==> config.mk <==
export PLATFORM = sky130hd
export DESIGN_NAME = demux_1to4_tdm
export DESIGN_NICKNAME = d
export VERILOG_FILES = /design/src/rtl/demux_1to4_tdm.sv
export SDC_FILE = /design/constraint.sdc
export NUM_CORES = 1
export LEC_CHECK = 0
export ABC_AREA = 1
export CAP_MARGIN = 20
export CELL_PAD_IN_SITES_DETAIL_PLACEMENT = 0
export CELL_PAD_IN_SITES_GLOBAL_PLACEMENT = 1
export CORE_MARGIN = 5
export CORE_UTILIZATION = 35
export CTS_CLUSTER_SIZE = 24
export DETAILED_ROUTE_END_ITERATION = 6
export PLACE_DENSITY_LB_ADDON = 0.1
export SLEW_MARGIN = 0
export SYNTH_ARGS = -nofsm -noshare
export SYNTH_HDL_FRONTEND = slang
export SYNTH_SLANG_ARGS = --single-unit
export TNS_END_PERCENT = 5
==> constraint.sdc <==
create_clock -name clk -period 2.2 [get_ports clk]
set_input_delay 0.33 -clock clk [delete_from_list [all_inputs] [get_ports clk]]
set_output_delay 0.33 -clock clk [all_outputs]
set_load 0.02 [all_outputs]
==> src/rtl/demux_1to4_tdm.sv <==
// Registered 1-to-4 time-division demultiplexer with explicit (sel) or auto round-robin routing.
// Optional macro DEMUX_FRAME_LATCH_EN: auto-mode frames collect in shadow registers and publish atomically.
module demux_1to4_tdm #(
    parameter int unsigned WIDTH = 8
) (
    input  logic             clk,
    input  logic             rst_n,
    input  logic [WIDTH-1:0] din,
    input  logic             din_valid,
    input  logic             mode,
    input  logic [1:0]       sel,
    input  logic             frame_sync,
    output logic [WIDTH-1:0] y0,
    output logic [WIDTH-1:0] y1,
    output logic [WIDTH-1:0] y2,
    output logic [WIDTH-1:0] y3,
    output logic [3:0]       y_valid,
    output logic [1:0]       ch_ptr,
    output logic             frame_done,
    output logic             sync_err
);

    localparam int unsigned NUM_CH = 4;
    localparam int unsigned PTR_W  = 2;
    localparam logic [PTR_W-1:0] LAST_SLOT = PTR_W'(NUM_CH - 1);

    logic [WIDTH-1:0]  y_q [NUM_CH];
    logic [PTR_W-1:0]  target_c;
    logic [NUM_CH-1:0] onehot_c;
    logic              resync_c;

`ifdef DEMUX_FRAME_LATCH_EN
    logic [WIDTH-1:0]  shadow [NUM_CH];
`endif

    // Route selection: frame_sync realigns auto mode to slot 0
    always_comb begin
        target_c = sel;
        if (mode) begin
            target_c = frame_sync ? '0 : ch_ptr;
        end
        onehot_c = 4'b0001 << target_c;
        resync_c = mode & din_valid & frame_sync & (ch_ptr != '0);
    end

    always_ff @(posedge clk) begin
        if (!rst_n) begin
            y_q[0]     <= '0;
            y_q[1]     <= '0;
            y_q[2]     <= '0;
            y_q[3]     <= '0;
            y_valid    <= '0;
            ch_ptr     <= '0;
            frame_done <= 1'b0;
            sync_err   <= 1'b0;
`ifdef DEMUX_FRAME_LATCH_EN
            shadow[0]  <= '0;
            shadow[1]  <= '0;
            shadow[2]  <= '0;
            shadow[3]  <= '0;
`endif
        end else begin
            y_valid    <= '0;
            frame_done <= 1'b0;
            if (!mode) begin
                // Explicit mode drops any partial auto-frame position
                ch_ptr <= '0;
                if (din_valid) begin
                    y_q[sel] <= din;
                    y_valid  <= onehot_c;
                end
            end else if (din_valid) begin
                ch_ptr     <= target_c + PTR_W'(1);
                frame_done <= (target_c == LAST_SLOT);
                if (resync_c) begin
                    sync_err <= 1'b1;
                end
`ifdef DEMUX_FRAME_LATCH_EN
                shadow[target_c] <= din;
                // Slot 3 completes the frame: publish all four channels together
                if (target_c == LAST_SLOT) begin
                    y_q[0]  <= shadow[0];
                    y_q[1]  <= shadow[1];
                    y_q[2]  <= shadow[2];
                    y_q[3]  <= din;
                    y_valid <= '1;
                end
`else
                y_q[target_c] <= din;
                y_valid       <= onehot_c;
`endif
            end
        end
    end

    assign y0 = y_q[0];
    assign y1 = y_q[1];
    assign y2 = y_q[2];
    assign y3 = y_q[3];

endmodule

Figure 1. Nets reached from selected ports.
The bar under the picture is 20 um long.
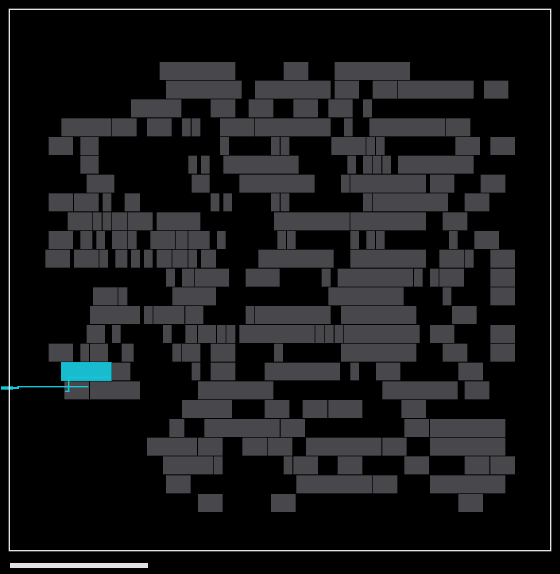
cyan -> frame_done  # bits 1, direction output, end cells 1, buffers 1, wire 19.5 um
IO Pins: 55
IO Port Bufs: 54

Figure 2. Clock routing.
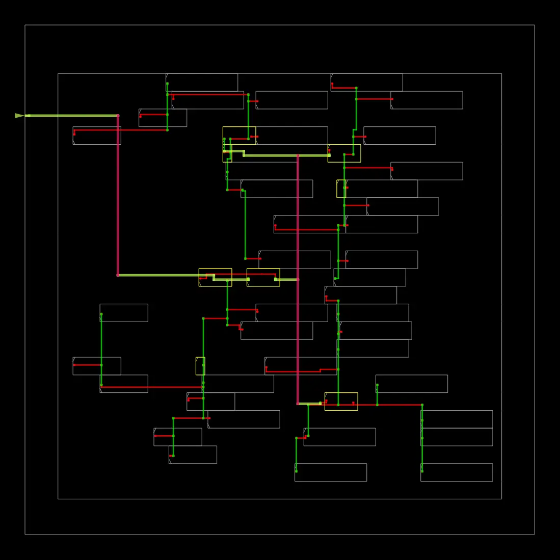
layout sequential cell count: 40
CTS Sinks: 40

==> results_dict.tcl <==
# flow metrics
set metrics [dict create \
    die.size.y_um 78.2 \
    antenna_cells 0 \
    edf_count 32 \
    grt_pass1_wl_um 5690 \
    power_frac_clock_pct 28.7 \
    netlist_area_sq_um 1630 \
    dp_hpwl_um 2800 \
    critical_path.endpoint "y_q[2][3]$_SDFFCE_PN0P_" \
    buffers 60 \
    fin_ws_ns 0.459 \
    largest_reg_flops 32 \
    chip_area_sq_um 6110 \
    area_leaders "edfxtp_1 59%, dfxtp_1 9.8%, nor2_1 6.7%, nor3_2 4.9%, inv_1 4.4%" \
    p_int_mw 1.18 \
    core_area_sq_um 4440 \
    p_sw_mw 0.375 \
    fill_cells 404 \
    met1_usage_pct 13.4 \
    fin_cells 248 \
    met3_length_um 268 \
    finalHoldViolations 0 \
    simple_gate_area_share_pct 21.2 \
    largest_area_cell "edfxtp_1" \
    wirelength_um 3460 \
    slowest_delay_ns 0.53 \
    num_vias 1115 \
    postSynthCellCount 131 \
    nWellTaps 52 \
    grt_max_degree 12 \
    cts_resized 0 \
    holdPathEnd "sync_err$_SDFFE_PN0P_" \
    logic_gate_count 67 \
    ir_drop_mv 0.260 \
    ys_chip_area_sq_um 1630 \
    comb_area_sq_um 394 \
    fp_nets 147 \
    wl_met2_um 1720 \
    finClkSkew_ns 0.00286 \
    cts.path.max_buffers 2 \
    setup_violations 0 \
    grt_busiest_layer "met2" \
    worstRegToRegCells 4 \
    dpl_worst_slack_ns 0.166 \
    warning_count 26 \
    maxSlewHeadroom_pct 77.4 \
    mostFrequentLayoutCell "clkdlybuf4s50_1" \
    fmax_ghz 0.574 \
    pwr_density_cell_nw_per_um2 669 \
    finalCritPeriodShare_pct 79.1 \
    highest_layer "met4" \
    worstHoldPathCells 1 \
    wirelength_met1_um 1410 \
    drc 0 \
    ys_cells 131 \
    cp.required_ns 2.16 \
    ff_type "edfxtp_1" \
    largest_class "registers" \
    drive_above_1_share_pct 16.3 \
    fin_area_sq_um 2330 \
    cts_buffers 5 \
    report.final.slew_viol_count 0 \
    htreeDepth 2 \
    clock-root-buffer "clkbuf_8" \
    top_cell_area_share_pct 59.1 \
    gr-total-overflow 0 \
    mostFrequentLayoutCells "54 x clkdlybuf4s50_1, 32 x edfxtp_1, 29 x nor2_1" \
    ys.warnings.count 0 \
    cp_num_buf_inv 1 \
    drt-initial-drc-count 53 \
    clock_buffers 7 \
    adder_share_pct 0.769 \
    top_power_group "sequential cells" \
    tns_ns 0 \
    reg2reg_to "y_q[2][3]$_SDFFCE_PN0P_" \
    met3_usage_pct 4.23 \
    biggestRegsByFlops "y_q (32), y_valid (4), ch_ptr (2)" \
    critPathTopFamily "simple AND/OR/NAND/NOR gates" \
    p_leak_nw 0.907 \
    crit_fanout 10 \
    ys_ff 40 \
    area_growth_syn_to_layout_pct 43.2 \
    grtUsageMet2_pct 21.7 \
    cts_tree "done" \
    clock_power_mw 0.448 \
    hold_ws_ns 0.464 \
    ant_nets 0 \
    layout.nets 211 \
    cap_violations 0 \
    seqPwrFrac_pct 55.6 \
    holdBufCountCts 0 \
    xor_share_pct 0 \
    drt-pass1-iter-count 4 \
    power.total_mw 1.56 \
    rows 24 \
    cp_slowest_cell "clkdlybuf4s50_1" \
    hold_path_class "flop to flop" \
    grt_use_total_pct 12.3 \
    syn_avg_cell_area_sq_um 12.4 \
    p_comb_share_pct 15.7 \
    ys_seq_share_pct 68.9 \
    gp_congestion 0.797 \
    synth_cell_types 23 \
    cp_cell_sequence "clkdlybuf4s50_1 -> or2_1 -> nand2_2 -> nand3_4 -> nand2_1" \
    status "finished clean" \
    ys_async_sr_fraction_pct 0 \
    worstMarginPinSlew_ns 0.339 \
]
Figure 3. Register map, names as in the netlist.
The bar under the picture is 20 um long. Other sequential cells in the stronger gray, the rest of the logic in the fainter gray.
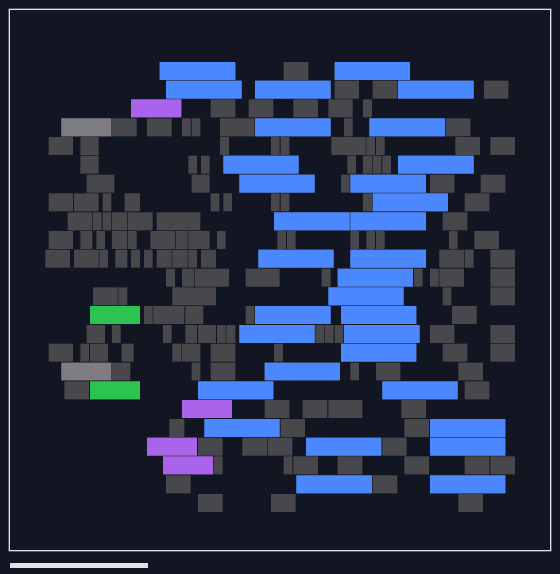
purple -> y_valid  # flops 4
green -> ch_ptr  # flops 2
blue -> y_q  # flops 32
not colored = 2
total sequential power: 0.868 mW
Core Util, Final: 52.4%
storage element area: 1120 sq um
flop share of the area: 48.1%

Power is estimated from default activity; no workload was simulated.
